`src/rtl/nsd_pkg.sv`:
```
// Shared severity encodings and the epoch match-count classifier used by every
// nerve-sample channel of the nervous shock monitor.
package nsd_pkg;

    localparam logic [1:0] LVL_NORMAL = 2'd0;
    localparam logic [1:0] LVL_MILD   = 2'd1;
    localparam logic [1:0] LVL_SEVERE = 2'd2;
    localparam logic [1:0] LVL_CRIT   = 2'd3;

    function automatic logic [1:0] classify(
        input int cnt,
        input int thr_mild,
        input int thr_severe,
        input int thr_crit
    );
        logic [1:0] lvl;
        lvl = LVL_NORMAL;
        if (cnt >= thr_crit) begin
            lvl = LVL_CRIT;
        end else if (cnt >= thr_severe) begin
            lvl = LVL_SEVERE;
        end else if (cnt >= thr_mild) begin
            lvl = LVL_MILD;
        end
        return lvl;
    endfunction

endpackage

```
`src/rtl/nsd_channel.sv`:
```
// One sensor channel: overlapping pattern detector on the accepted sample stream,
// saturating per-epoch match counter, severity register and sticky critical alarm.
module nsd_channel
    import nsd_pkg::*;
#(
    parameter int                 PAT_LEN    = 3,
    parameter logic [PAT_LEN-1:0] PATTERN    = 3'b100,
    parameter int                 THR_MILD   = 1,
    parameter int                 THR_SEVERE = 3,
    parameter int                 THR_CRIT   = 5,
    parameter int                 CNT_W      = 5
) (
    input  logic       clock,
    input  logic       reset_n,
    input  logic       sample_valid,
    input  logic       sample_in,
    input  logic       epoch_end,
    input  logic       clear_alarm,
    output logic [1:0] level,
    output logic       alarm
);

    localparam int FILL_W = $clog2(PAT_LEN);

    // Only the PAT_LEN-1 most recent samples are kept; the current sample completes the window.
    logic [PAT_LEN-2:0] hist_q, hist_d;
    logic [FILL_W-1:0]  fill_q, fill_d;
    logic [CNT_W-1:0]   cnt_q, cnt_d;
    logic [1:0]         level_q, level_d;
    logic               alarm_q, alarm_d;

    logic [PAT_LEN-1:0] window;
    logic               fill_full;
    logic               match;
    logic [CNT_W-1:0]   cnt_plus;
    logic [1:0]         level_new;

    always_comb begin
        window    = {hist_q, sample_in};
        // fill saturates at PAT_LEN-1: with the current sample that makes a full window
        fill_full = (fill_q == FILL_W'(PAT_LEN - 1));
        match     = sample_valid && fill_full && (window == PATTERN);

        cnt_plus = cnt_q;
        if (match && (cnt_q != {CNT_W{1'b1}})) begin
            cnt_plus = cnt_q + CNT_W'(1);
        end
        level_new = classify(int'(cnt_plus), THR_MILD, THR_SEVERE, THR_CRIT);

        hist_d  = hist_q;
        fill_d  = fill_q;
        cnt_d   = cnt_q;
        level_d = level_q;
        if (sample_valid) begin
            hist_d = window[PAT_LEN-2:0];
            if (!fill_full) begin
                fill_d = fill_q + FILL_W'(1);
            end
            if (epoch_end) begin
                cnt_d   = '0;
                level_d = level_new;
            end else begin
                cnt_d = cnt_plus;
            end
        end

        // A new critical classification wins over a concurrent clear.
        alarm_d = (alarm_q && !clear_alarm) || (epoch_end && (level_new == LVL_CRIT));
    end

    always_ff @(posedge clock or negedge reset_n) begin
        if (!reset_n) begin
            hist_q  <= '0;
            fill_q  <= '0;
            cnt_q   <= '0;
            level_q <= LVL_NORMAL;
            alarm_q <= 1'b0;
        end else begin
            hist_q  <= hist_d;
            fill_q  <= fill_d;
            cnt_q   <= cnt_d;
            level_q <= level_d;
            alarm_q <= alarm_d;
        end
    end

    assign level = level_q;
    assign alarm = alarm_q;

endmodule

```
`src/rtl/nervous_shock_monitor.sv`:
```
// Multi-channel nervous shock monitor: shared epoch counter over accepted samples,
// epoch_done strobe, and one nsd_channel per sensor channel.
module nervous_shock_monitor
    import nsd_pkg::*;
#(
    parameter int                 NUM_CH     = 4,
    parameter int                 PAT_LEN    = 3,
    parameter logic [PAT_LEN-1:0] PATTERN    = 3'b100,
    parameter int                 EPOCH_LEN  = 16,
    parameter int                 THR_MILD   = 1,
    parameter int                 THR_SEVERE = 3,
    parameter int                 THR_CRIT   = 5
) (
    input  logic                  clock,
    input  logic                  reset_n,
    input  logic                  sample_valid,
    input  logic [NUM_CH-1:0]     inputdata,
    input  logic                  clear_alarm,
    output logic [2*NUM_CH-1:0]   nervous_abnormality,
    output logic                  epoch_done,
    output logic [NUM_CH-1:0]     alarm
);

    localparam int CNT_W = $clog2(EPOCH_LEN + 1);

    logic [CNT_W-1:0] epoch_q, epoch_d;
    logic             epoch_done_q, epoch_done_d;
    logic             epoch_end;

    always_comb begin
        epoch_end = sample_valid && (epoch_q == CNT_W'(EPOCH_LEN - 1));

        epoch_d = epoch_q;
        if (sample_valid) begin
            epoch_d = epoch_end ? '0 : epoch_q + CNT_W'(1);
        end
        epoch_done_d = epoch_end;
    end

    always_ff @(posedge clock or negedge reset_n) begin
        if (!reset_n) begin
            epoch_q      <= '0;
            epoch_done_q <= 1'b0;
        end else begin
            epoch_q      <= epoch_d;
            epoch_done_q <= epoch_done_d;
        end
    end

    assign epoch_done = epoch_done_q;

    generate
        for (genvar gi = 0; gi < NUM_CH; gi++) begin : g_ch
            nsd_channel #(
                .PAT_LEN    (PAT_LEN),
                .PATTERN    (PATTERN),
                .THR_MILD   (THR_MILD),
                .THR_SEVERE (THR_SEVERE),
                .THR_CRIT   (THR_CRIT),
                .CNT_W      (CNT_W)
            ) u_ch (
                .clock        (clock),
                .reset_n      (reset_n),
                .sample_valid (sample_valid),
                .sample_in    (inputdata[gi]),
                .epoch_end    (epoch_end),
                .clear_alarm  (clear_alarm),
                .level        (nervous_abnormality[2*gi +: 2]),
                .alarm        (alarm[gi])
            );
        end
    endgenerate

endmodule

```
`config.mk`:
```
export PLATFORM = sky130hd
export DESIGN_NAME = nervous_shock_monitor
export DESIGN_NICKNAME = d
export VERILOG_FILES = /design/src/rtl/nsd_pkg.sv /design/src/rtl/nsd_channel.sv /design/src/rtl/nervous_shock_monitor.sv
export SDC_FILE = /design/constraint.sdc
export NUM_CORES = 1
export LEC_CHECK = 0
export CAP_MARGIN = 20
export CORE_UTILIZATION = 45
export DETAILED_ROUTE_END_ITERATION = 7
export SYNTH_ARGS = -nofsm -noshare
export SYNTH_HDL_FRONTEND = slang
export SYNTH_SLANG_ARGS = --single-unit
```
`constraint.sdc`:
```
create_clock -name clock -period 3.2 [get_ports clock]
set_input_delay 0.96 -clock clock [delete_from_list [all_inputs] [get_ports clock]]
set_output_delay 0.96 -clock clock [all_outputs]
set_load 0.01 [all_outputs]
```
==> ci_impl_report.md <==
### Flow metrics

| Metric | Value |
|---|---|
| Path category of the worst min-delay check | flip-flop to flip-flop |
| Ys cells | 333 |
| Overall die width | 84.7 µm |
| Top pwr grp | sequential cells |
| Dominant synthesized flop cell | dfrtp_1 |
| Vias in the first global route | between 2,000 and 2,500 |
| CP Launch Type | primary input |
| Area growth from synthesis to layout | 12.2% |
| Relative slew slack | between 60% and 70% |
| Clock-pin slew of the registers on the worst-case setup and hold paths | 0.09 ns |
| CTS root buf | clkbuf_8 |
| R2R depth | 8 |
| First-pass GRT wire length | 10,300 µm |
| Final setup fails | 0 |
| Vias | 2,329 |
| M2 GR Usage | a little under 30% |
| Fill count | around 580 |
| CP max FO | 20 |
| H-tree levels | 2 |
| Status | finished with violations |
| Worst Setup Path Type | primary input to flip-flop |
| Maxcap violations | 0 |
| Hold_sp | g_ch[0].u_ch.fill_q[0] |
| Post-Syn Area | around 0.003 mm² |
| M1 GR Usage | between 20% and 30% |
| Comb power frac | 34.2% |
| Number of port buffers | 20 |
| Final Max Slew Viols | 0 |
| Top Usage Layer GRT | met2 |
| Sequential Power | 1.03 mW |
| WP data arrival | 2.94 ns |
| #FFs+latches synth | 54 |
| Net count, final | 372 |
| Fin area | approximately 0.0035 mm² |
| RSZ-0062 raised after global routing | no |
| Hold Violations, Final | 0 |
| Yosys chip area | 0.00308 mm² |
| Most frequent logic cell in the layout | dfrtp_1 |
| Antenna diode instance count | 0 |
| Core area | 0.00646 mm² |
| Top cells by area | dfrtp_1 (44%), nand2_1 (5.7%), ha_1 (5.3%) |
| Final TNS setup | 0 ns |
| Drt initial violations | 80 |
| Sw Share | between 30% and 40% |
| Pin slew with the least headroom to its limit | 0.549 ns |
| Sequential share of power | 47.6% |
| VDD IR-drop max | approximately 0.33 mV |
| Most frequent logic cells in the routed design | dfrtp_1 (54), nand2_1 (47), nor2_1 (31) |
| Mapped Avg Cell Area | 9.24 µm² |
| Synth area leader | dfrtp_1 |
| Via density | 5.43 |
| Placement Cell Area | 0.00336 mm² |
| Antenna violations before repair | 0 |
| Register area share after synthesis | 43.9% |
| CTS tree | yes |
| Clock Path Buffers | 2 |
| WL final | 5830 µm |
| Tool Warnings | 26 |
| Net switching power | 0.750 mW |
| GRT Util Overall | 17.7% |
| Worst slack, placed | 0.199 ns |
| Period minus WS final | 2.69 ns |
| CTS sink cnt | 54 |
| Post-cts resize count | 0 |
| Die Ht | 84.7 µm |
| Core Util at FP | between 40 and 50% |
| Die Area | 0.00717 mm² |
| Post-synthesis cell type count | 54 |
| Internal Pwr Total | 1.40 mW |
| Worst skew pair latency | 0.31 ns |
| Final ANT Viol Nets | 0 |
| Failing checks | design-rule violations |
| Final HPWL DP | 4290 µm |
| Leak | 1.55 nW |
| Cycle use final | 84.1% |
| TritonCTS buffer count | 5 |
| DRT Pass-1 Iters | 6 |
| Most frequent cell after synthesis | dfrtp_1 |
| CP required | 3.44 ns |
| Largest type area fraction | 43.9% |
| Endpoint type of the worst setup path | flip-flop |
| Hold slack | 0.477 ns |
| GRT overflow | 0 |
| Num rows | 29 |
| Fmax | about 0.37 GHz |
| Syn nets | 354 |
| Met3 Usage GRT | about 3.6% |
| Flip-flops with a built-in enable | 0 |
| Worst setup path start | sample_valid |
| Clock skew | around 0.009 ns |
| Clk. pwr | 0.391 mW |
| Yosys Warn Count | 0 |
| DRC Markers | 3 |
| Wirelength per Cell | 13.6 µm |
| Post-synth top cells | dfrtp_1 (54), nand2_1 (47), nor2_1 (31) |
| Final worst slack | 0.509 ns |
| Fin util | 53.4% |
| PD cells | 624 mW/mm² |
| Combinational power | 0.737 mW |
| Layout cells sized above 1 | 9.66% |
| Post-CTS setup buffer count | 0 |
| Worst Hold Depth | 1 |
| CTS Hold Bufs | 0 |
| Pin count of the biggest net entering global routing | 25 |
| RD Place Congestion | about 0.80 |
| Async set or reset register ratio after synthesis | 100% |
| Mapped Cells | 333 |
| I/O Pins | 21 |
| Clock power share | 18.2% |
| Worst r2r src | g_ch[3].u_ch.cnt_q[0] |
-- worst max-delay path: stages --
cell             delay [ns]
clkdlybuf4s50_1        0.58
buf_4                  0.29
and4bb_1               0.30
and2_1                 0.29
nor3_1                 0.09
or3_1                  0.33
nand3_1                0.09
-- worst paths after layout --
check                                          to  slack, ns
max in group asynchronous              epoch_q[1]       1.93
max                         g_ch[1].u_ch.level[1]       0.51
min reg2reg                g_ch[0].u_ch.fill_q[0]       0.48
max reg2reg                 g_ch[3].u_ch.level[1]       0.70
min                        g_ch[0].u_ch.fill_q[0]       0.48
min in group asynchronous              epoch_done       0.63
-- flip-flops by register name (all words and copies together) (netlist names) --
signal / count
g_ch.u_ch.alarm: 4
epoch_done: 1
g_ch.u_ch.hist_q: 8
g_ch.u_ch.fill_q: 8
epoch_q: 5
g_ch.u_ch.level: 8
g_ch.u_ch.cnt_q: 20
-- layer usage --
metal,share of wire (%),vias to the layer above
met5,0,-
met4,0.75,0
met3,3.5,5
met2,47,34
met1,49,1100
li1,-,1190
-- final cells by class --
cell class	count	area (µm²)	share of cell area (%)
clock buffer	7	86.3	2.50
clock inverter	1	5.00	0.145
inverter	11	41.3	1.20
multi-input combinational	250	1600	46.2
sequential	54	1350	39.1
tap	77	96.3	2.79
timing repair buffer	29	275	7.97
-- kinds of logic after synthesis --
group                    synth area share (%)
XOR/XNOR                                 4.27
AND-OR/OR-AND                            12.7
multiplexers                             4.96
buffers and inverters                    4.19
flip-flops                               43.9
adder cells (fa/ha/maj)                  5.29
AND/OR/NAND/NOR                          24.7
-- stage by stage --
stage | std cells | total power [mW]
after floorplan | 333 | 1.53
after global placement | 421 | 1.77
after detailed placement | 421 | 1.78
after CTS | 429 | 2.18
after global routing | 429 | 2.34
final | 429 | 2.15
==> images/m1.png <==
Bar = 20 µm. Supply wires on this layer in gray.
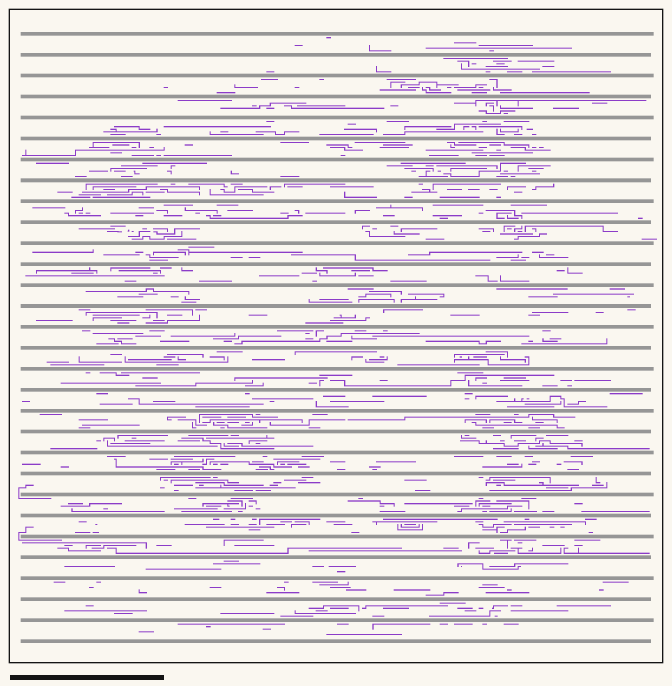
longest straight run	22.3 µm
nets with wire on the layer	343
main direction	horizontal

==> images/m2.png <==
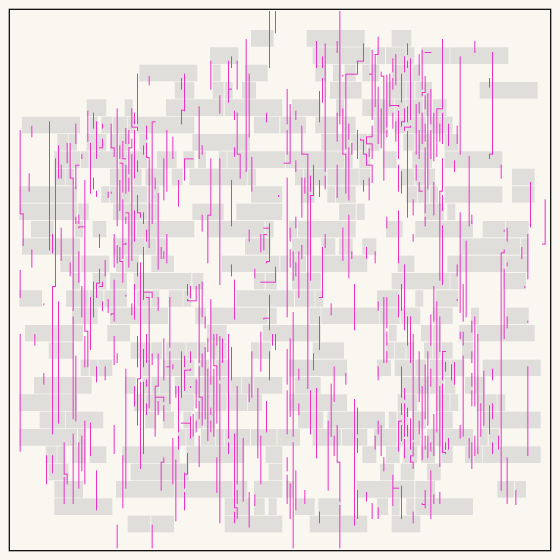
wire length on this layer	2,720 µm
nets with wire on the layer	303
main direction	vertical
longest straight run	37.2 µm

==> images/m3.png <==
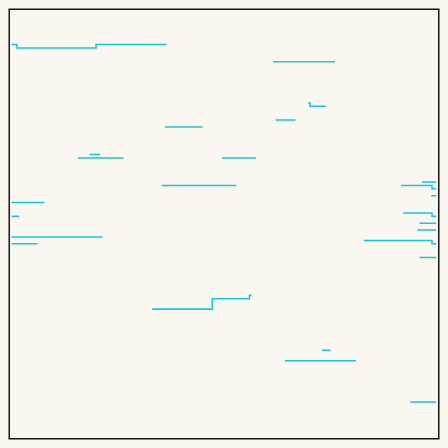
share of all routed wire	3.5%
longest straight run	17.7 µm
wire length on this layer	203 µm
main direction	horizontal

Power and IR drop assume default switching activity.
